File: config.mk
export PLATFORM = sky130hd
export DESIGN_NAME = twiddle_addr_gen_1024
export DESIGN_NICKNAME = d
export VERILOG_FILES = /design/src/rtl/twiddle_addr_gen_1024.sv
export SDC_FILE = /design/constraint.sdc
export NUM_CORES = 1
export LEC_CHECK = 0
export CORE_MARGIN = 3
export CORE_UTILIZATION = 45
export DETAILED_ROUTE_END_ITERATION = 16
export PLACE_DENSITY = 0.73
export SLEW_MARGIN = 25
export SYNTH_ARGS = -nofsm -noshare
export SYNTH_HDL_FRONTEND = slang
export SYNTH_SLANG_ARGS = --single-unit
File: constraint.sdc
create_clock -name clk -period 6.1 [get_ports clk]
set_input_delay 1.83 -clock clk [delete_from_list [all_inputs] [get_ports clk]]
set_output_delay 1.83 -clock clk [all_outputs]
set_load 0.02 [all_outputs]
File: src/rtl/twiddle_addr_gen_1024.sv
// Twiddle ROM read sequencer for a 1024-point radix-2 DIF FFT.
// Walks 10 stages x 512 butterflies and issues one ROM read per butterfly.
// Absorbs the ROM's 1-cycle read latency in a 2-entry buffer and presents
// each twiddle on a valid/ready stream.
module twiddle_addr_gen_1024 #(
    parameter int TWIDDLE_WIDTH = 64,
    parameter int ADDR_WIDTH    = 8,
    parameter int LOG2N         = 10
) (
    input  logic                       clk,
    input  logic                       rst,
    input  logic                       start,
    output logic                       busy,
    output logic                       done,
    output logic                       rom_en,
    output logic [ADDR_WIDTH:0]        rom_addr,
    input  logic [TWIDDLE_WIDTH-1:0]   rom_twiddle,
    output logic                       tw_valid,
    input  logic                       tw_ready,
    output logic [TWIDDLE_WIDTH/2-1:0] tw_real,
    output logic [TWIDDLE_WIDTH/2-1:0] tw_imag,
    output logic [3:0]                 tw_stage,
    output logic                       tw_last
);

    localparam int                HALF   = TWIDDLE_WIDTH / 2;
    localparam logic [3:0]        LAST_S = 4'(LOG2N - 1);
    localparam logic [ADDR_WIDTH:0] LAST_J = '1;
    localparam logic [ADDR_WIDTH:0] J_ONE  = (ADDR_WIDTH+1)'(1);

    typedef enum logic [1:0] {
        S_IDLE  = 2'd0,
        S_RUN   = 2'd1,
        S_DRAIN = 2'd2
    } state_t;

    state_t r_state;
    state_t w_state_nxt;

    // Issue counters: stage and butterfly index of the next read.
    logic [3:0]          r_s;
    logic [ADDR_WIDTH:0] r_j;
    logic [ADDR_WIDTH:0] r_addr_hold;

    // Read in flight: its tag travels alongside until the data returns.
    logic       r_inflight;
    logic [3:0] r_inflight_stage;
    logic       r_inflight_last;

    // 2-entry buffer of {data, stage, last}.
    logic [TWIDDLE_WIDTH-1:0] r_fifo_data  [2];
    logic [3:0]               r_fifo_stage [2];
    logic                     r_fifo_last  [2];
    logic                     r_wptr;
    logic                     r_rptr;
    logic [1:0]               r_count;

    logic r_done;

    logic                w_issue;
    logic                w_done_set;
    logic                w_push;
    logic                w_pop;
    logic                w_start_acc;
    logic                w_last_issue;
    logic [1:0]          w_credit;
    logic [ADDR_WIDTH:0] w_addr;

    assign w_start_acc  = (r_state == S_IDLE) && start;
    assign w_last_issue = (r_s == LAST_S) && (r_j == LAST_J);
    // Twiddle stride doubles each stage; bits shifted past the port width wrap
    // the index modulo the ROM depth.
    assign w_addr       = r_j << r_s;
    assign w_push       = r_inflight;
    assign w_pop        = tw_valid && tw_ready;
    assign w_credit     = r_count + {1'b0, r_inflight};

    assign tw_valid = (r_count != 2'd0);
    assign tw_real  = r_fifo_data[r_rptr][TWIDDLE_WIDTH-1:HALF];
    assign tw_imag  = r_fifo_data[r_rptr][HALF-1:0];
    assign tw_stage = r_fifo_stage[r_rptr];
    assign tw_last  = r_fifo_last[r_rptr];

    assign rom_en   = w_issue;
    assign rom_addr = w_issue ? w_addr : r_addr_hold;

    assign done = r_done;
    // busy covers the done cycle so it falls only once the pulse is over.
    assign busy = (r_state != S_IDLE) || r_done;

    // State register.
    always_ff @(posedge clk or posedge rst) begin
        if (rst) begin
            r_state <= S_IDLE;
        end else begin
            r_state <= w_state_nxt;
        end
    end

    // Next-state logic, read issue and end-of-sequence detection.
    always_comb begin
        w_state_nxt = r_state;
        w_issue     = 1'b0;
        w_done_set  = 1'b0;
        case (r_state)
            S_IDLE: begin
                if (start) begin
                    w_state_nxt = S_RUN;
                end
            end
            S_RUN: begin
                // A pop in this cycle frees a slot in time for the returning data.
                if ((w_credit < 2'd2) || ((w_credit == 2'd2) && w_pop)) begin
                    w_issue = 1'b1;
                end
                if (w_issue && w_last_issue) begin
                    w_state_nxt = S_DRAIN;
                end
            end
            S_DRAIN: begin
                if (w_pop && tw_last) begin
                    w_state_nxt = S_IDLE;
                    w_done_set  = 1'b1;
                end
            end
            default: begin
                w_state_nxt = S_IDLE;
            end
        endcase
    end

    // Stage/butterfly counters: cleared on an accepted start, advanced per read.
    always_ff @(posedge clk or posedge rst) begin
        if (rst) begin
            r_s <= 4'd0;
            r_j <= '0;
        end else if (w_start_acc) begin
            r_s <= 4'd0;
            r_j <= '0;
        end else if (w_issue) begin
            if (r_j == LAST_J) begin
                r_j <= '0;
                r_s <= r_s + 4'd1;
            end else begin
                r_j <= r_j + J_ONE;
            end
        end
    end

    // Hold the last issued address on the ROM port while no read is issued.
    always_ff @(posedge clk or posedge rst) begin
        if (rst) begin
            r_addr_hold <= '0;
        end else if (w_issue) begin
            r_addr_hold <= w_addr;
        end
    end

    // Tag of the read in flight; cleared on reset so stale ROM data is dropped.
    always_ff @(posedge clk or posedge rst) begin
        if (rst) begin
            r_inflight       <= 1'b0;
            r_inflight_stage <= 4'd0;
            r_inflight_last  <= 1'b0;
        end else begin
            r_inflight       <= w_issue;
            r_inflight_stage <= r_s;
            r_inflight_last  <= w_last_issue;
        end
    end

    // Buffer storage: capture returning ROM data with its tag.
    always_ff @(posedge clk or posedge rst) begin
        if (rst) begin
            for (int i = 0; i < 2; i++) begin
                r_fifo_data[i]  <= '0;
                r_fifo_stage[i] <= 4'd0;
                r_fifo_last[i]  <= 1'b0;
            end
        end else if (w_push) begin
            r_fifo_data[r_wptr]  <= rom_twiddle;
            r_fifo_stage[r_wptr] <= r_inflight_stage;
            r_fifo_last[r_wptr]  <= r_inflight_last;
        end
    end

    // Buffer pointers and occupancy.
    always_ff @(posedge clk or posedge rst) begin
        if (rst) begin
            r_wptr  <= 1'b0;
            r_rptr  <= 1'b0;
            r_count <= 2'd0;
        end else begin
            if (w_push) begin
                r_wptr <= ~r_wptr;
            end
            if (w_pop) begin
                r_rptr <= ~r_rptr;
            end
            r_count <= r_count + {1'b0, w_push} - {1'b0, w_pop};
        end
    end

    // One-cycle done pulse following the final handshake.
    always_ff @(posedge clk or posedge rst) begin
        if (rst) begin
            r_done <= 1'b0;
        end else begin
            r_done <= w_done_set;
        end
    end

endmodule

**Routing congestion map**

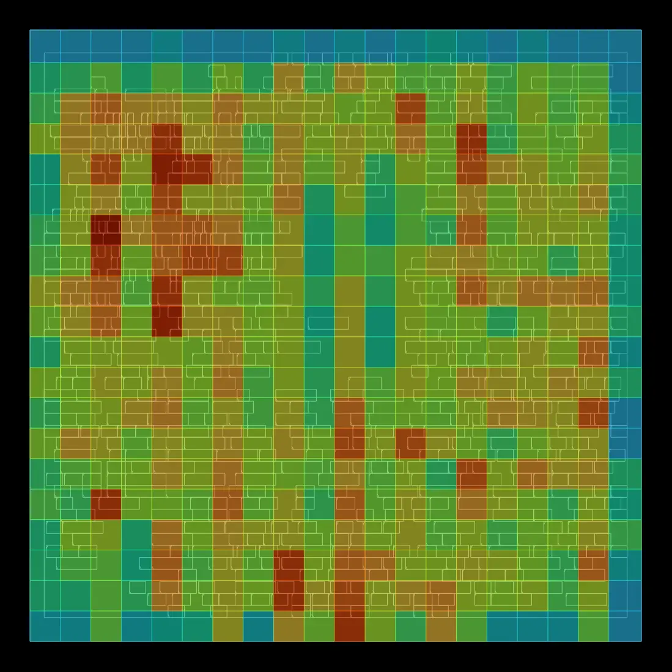
wire length per cell after detailed routing: 18.0 µm
layer with the highest usage after global routing: met2

**Gate families picked out**

Scale: 2 px per µm.
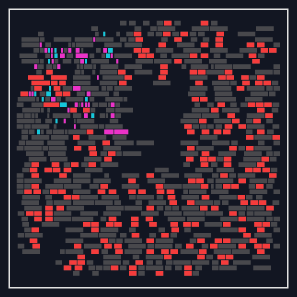
- cyan: NOR gates (cells 17)
- magenta: NAND gates (cells 35; where north-west)
- red: multiplexers (cells 223; where all over the die)
Cell Count, Final, Fillers Out: 923
combinational fraction of the cell area: 32.6%
most used logic cell in the final layout: sky130_fd_sc_hd__mux2_2

**Close-up of the layout**

Region (57, 29) to (82, 54) µm. Cells in gray, sequential cells in the stronger gray; small squares are vias.
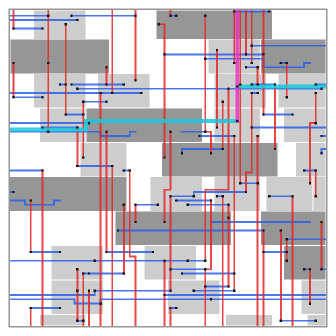
- blue: met1
- red: met2
- magenta: met4
- cyan: met3
- most frequent: mux2_2 (13), dfrtp_1 (8), clkdlybuf4s50_1 (5)
- netlist names of flops here include: r_fifo_data (8)
- sequential cells in the window: 8
- cells with their middle in the window: 26

**Pin map**

Scale: 3 px per µm. Pins as bars across the die edge, other pins in gray.
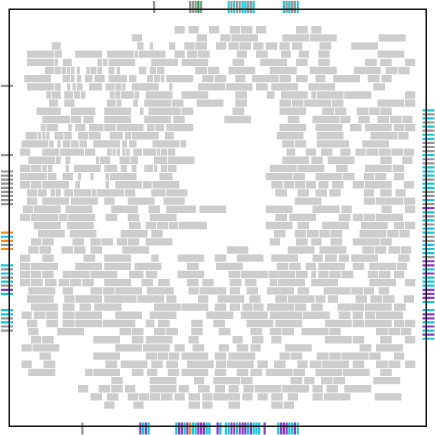
- green: done (pins 1; direction output; edge north)
- purple: tw_real (pins 32; direction output; edge 20 south, 11 east, 1 west)
- orange: tw_stage (pins 4; direction output; edge 3 west, 1 south)
- cyan: rom_twiddle (pins 64; direction input; edge 28 east, 20 south, 8 west, 8 north)
- all pins by edge: 56 east, 42 south, 30 west, 22 north
die height: 138 µm
number of buffer cells added on primary ports: 149

==> reports/results.md <==
| Item | Value | Unit |
| --- | --- | --- |
| Number of cells in the yosys synthesis report | 552 | - |
| Final #Nets | 764 | - |
| Initial antenna violation count | 0 | - |
| Fraction of layout cells with a size suffix above 1 | 36.7 | % |
| Maximum number of pins on one net before global-route repair | 99 | - |
| CTS tree | done | - |
| Synth Area in Simple Gates | 4.13 | % |
| Most instantiated library cell after synthesis | sky130_fd_sc_hd__mux2_2 | - |
| Clock edge transition at the registers on the reported setup and hold paths | 70 | ps |
| Number of vias in the routed layout | 4997 | - |
| DRT iter0 DRCs | 232 | - |
| Final weighted congestion in routability-driven placement | 0.806 | - |
| Relative slew slack | 42.9 | % |
| Cell Area, Placed | 0.00951 | mm² |
| Routed vias/inst | 5.41 | - |
| Kind of end point of the critical path | output pin | - |
| Post-DP HPWL | 10900 | µm |
| Later-pin clock latency in the skew report | 420 | ps |
| Leakage dissipation | 4.27 | nW |
| Dominant cell type by count on the critical path | sky130_fd_sc_hd__clkdlybuf4s50_1 | - |
| Distinct cell type count of the synthesized netlist | 54 | - |
| Worst Skew | 9.42 | ps |
| Compound-Gate Fraction of Synth Area | 4.04 | % |
| RSZ-0062 raised after global routing | false | - |
| Post-synthesis share of cell area spent on full adders, half adders and majority gates | 0.950 | % |
| Number of top-level pins | 150 | - |
| Tightest hold margin | 488 | ps |
| Area growth from synthesis to layout | 29.2 | % |
| Post-CTS Repair Setup Buffers | 0 | - |
| Class of the most critical hold timing path | reg -> reg | - |
| Setup violation total in the final timing report | 0 | - |
| Cell type of the slowest stage on the worst timing path | sky130_fd_sc_hd__clkdlybuf4s50_1 | - |
| Run status | completed | - |
| Antenna fix cells | 0 | - |
| Fmax achieved | 166 | MHz |
| Data required time at the worst endpoint | 4270 | ps |
| Count of hold buffers inserted by post-cts repair | 0 | - |
| First-pass GRT wire length | 27800 | µm |
| Drt drc | 0 | - |
| Clock sink total | 173 | - |
| CP cell instances | clkdlybuf4s50_1, and3b_1, o22a_1, nand2_4, o41ai_1, clkdlybuf4s50_1 | - |
| Buffers plus inverters on the worst setup path | 2 | - |
| Mapped cell area | 0.00790 | mm² |
| TritonCTS buffer count | 17 | - |
| Cell types with the highest counts after synthesis | sky130_fd_sc_hd__mux2_2, sky130_fd_sc_hd__dfrtp_1, sky130_fd_sc_hd__buf_2 | - |
| Width of the die | 138 | µm |
| Family of cells with the greatest summed delay on the critical path | buffers and inverters | - |
| Synth async-reset ratio | 100 | % |
| Number of register bits inferred by synthesis | 173 | - |
| Max VDD drop | 0.313 | mV |
| Std cell rows | 47 | - |
| Max-cap check violation count | 0 | - |
| Standard cell core area | 0.0169 | mm² |
| Worst setup slack for register-to-register paths | 3660 | ps |
| Overflow left after global routing | 0 | - |
| Share of the core filled by cells before placement | 46.8 | % |
| Synth top area share | 54.8 | % |
| Final hold violation count | 0 | - |
| Final wirelength | 16600 | µm |
| Maximum root-to-sink buffer count | 2 | - |
| Crit Path Class | in -> out | - |
| Number of global-route vias before repair | 5391 | - |
| Synthesized net count | 626 | - |
| Number of warnings in the stage logs | 27 | - |
| CTS H-tree depth | 4 | - |
| Dominant register cell | sky130_fd_sc_hd__dfrtp_1 | - |
| Setup TNS | 0 | ps |
| Mux area share | 32.3 | % |
| Largest cells by area after synthesis | sky130_fd_sc_hd__dfrtp_1, sky130_fd_sc_hd__mux2_2, sky130_fd_sc_hd__buf_2, sky130_fd_sc_hd__mux2i_1, sky130_fd_sc_hd__ha_1 | - |
| Cell Count Post-Placement | 890 | - |
| Synth Area per Inst | 14.3 | µm² |
| Count of cells resized by post-cts repair | 0 | - |
| Most area-hungry cell type in the Yosys netlist | sky130_fd_sc_hd__dfrtp_1 | - |
==> power breakdown <==
group / leakage [nW] / internal (mW) / switching (mW)
logic: 1.86 / 1.63 / 1.33
clock network: 0.320 / 0.752 / 0.449
registers: 2.09 / 1.64 / 0.303
==> metal layers <==
metal / global-route usage [%] / part of all wire [%] / up-vias
met3: 4.80 / 5.6 / 14
met4: 4.52 / 0.91 / 0
met5: 0 / 0 / -
met1: 23.4 / 43 / 2558
met2: 29.4 / 50 / 147
li1: - / - / 2278
==> final cells by class <==
cell class / count / area [µm²]
fill: 1316 / 6670
sequential: 173 / 4330
multi-input combinational: 336 / 3330
timing repair buffer: 155 / 1580
clock buffer: 19 / 453
tap: 220 / 275
clock inverter: 13 / 210
inverter: 7 / 30.0
==> sequential cells by signal (all words and copies together), names as in the netlist, 2 cells and up <==
register and count:
r_fifo_data 128, r_addr_hold 9, r_j 9, r_fifo_stage 8, r_inflight_stage 4, r_s 4
r_count 2, r_fifo_last 2, r_state 2
==> placed cells by master (no fill, tap or decap), drive strengths merged, types with 2 or more instances in the layout <==
| cell type | instances |
|---|---|
| and3 | 2 |
| a22o | 4 |
| o21a | 2 |
| mux2i | 9 |
| xnor2 | 2 |
| nor3b | 2 |
| a21oi | 5 |
| bufinv | 5 |
| dfrtp | 173 |
| clkinv | 3 |
| nand3b | 2 |
| buf | 6 |
| nand2 | 19 |
| nor2 | 9 |
| clkbuf | 19 |
| mux2 | 210 |
| o22ai | 3 |
| o311ai | 5 |
| ha | 6 |
| nand3 | 6 |
| nand2b | 5 |
| nand4 | 3 |
| a31oi | 2 |
| xor2 | 2 |
| clkinvlp | 3 |
| o31ai | 2 |
| mux4 | 4 |
| inv | 9 |
| o21ai | 11 |
| clkdlybuf4s50 | 149 |
| nor3 | 5 |
| o41ai | 5 |
==> per-stage QoR <==
step | power [mW] | setup WS, ps | utilization [%]
2_1_floorplan | 3.85 | 1040 | -
3_3_place_gp | 4.84 | 241 | 56.3
3_5_place_dp | 4.94 | 88.2 | 56.3
4_1_cts | 6.17 | 91.0 | 60.3
5_1_grt | 6.46 | 4.26 | 60.5
6_report | 6.11 | 86.3 | 60.5
==> logic make-up (layout without fill, tap and decap cells) <==
family	count (synthesis)	count (layout)
muxes	223	223
adders and majority gates	6	6
DFF	173	173
AOI/OAI and AO/OA	43	43
buffers and inverters	43	194
xor gates and xnor gates	4	4
and+or+nand+nor	60	60
==> final timing paths <==
| check | startpoint | to | depth (start not counted) |
|---|---|---|---|
| setup reg to reg | r_j[0] | r_state[0] | 9 |
| hold reg to reg | r_inflight_stage[0] | r_fifo_stage[4] | 1 |
| hold / removal | r_inflight_stage[0] | r_fifo_stage[4] | 1 |
| max in group asynchronous | rst | r_rptr | 3 |
| min in group asynchronous | rst | r_fifo_data[68] | 2 |
| setup / recovery | tw_ready | rom_addr[2] | 6 |
Power is estimated from default activity; no workload was simulated.
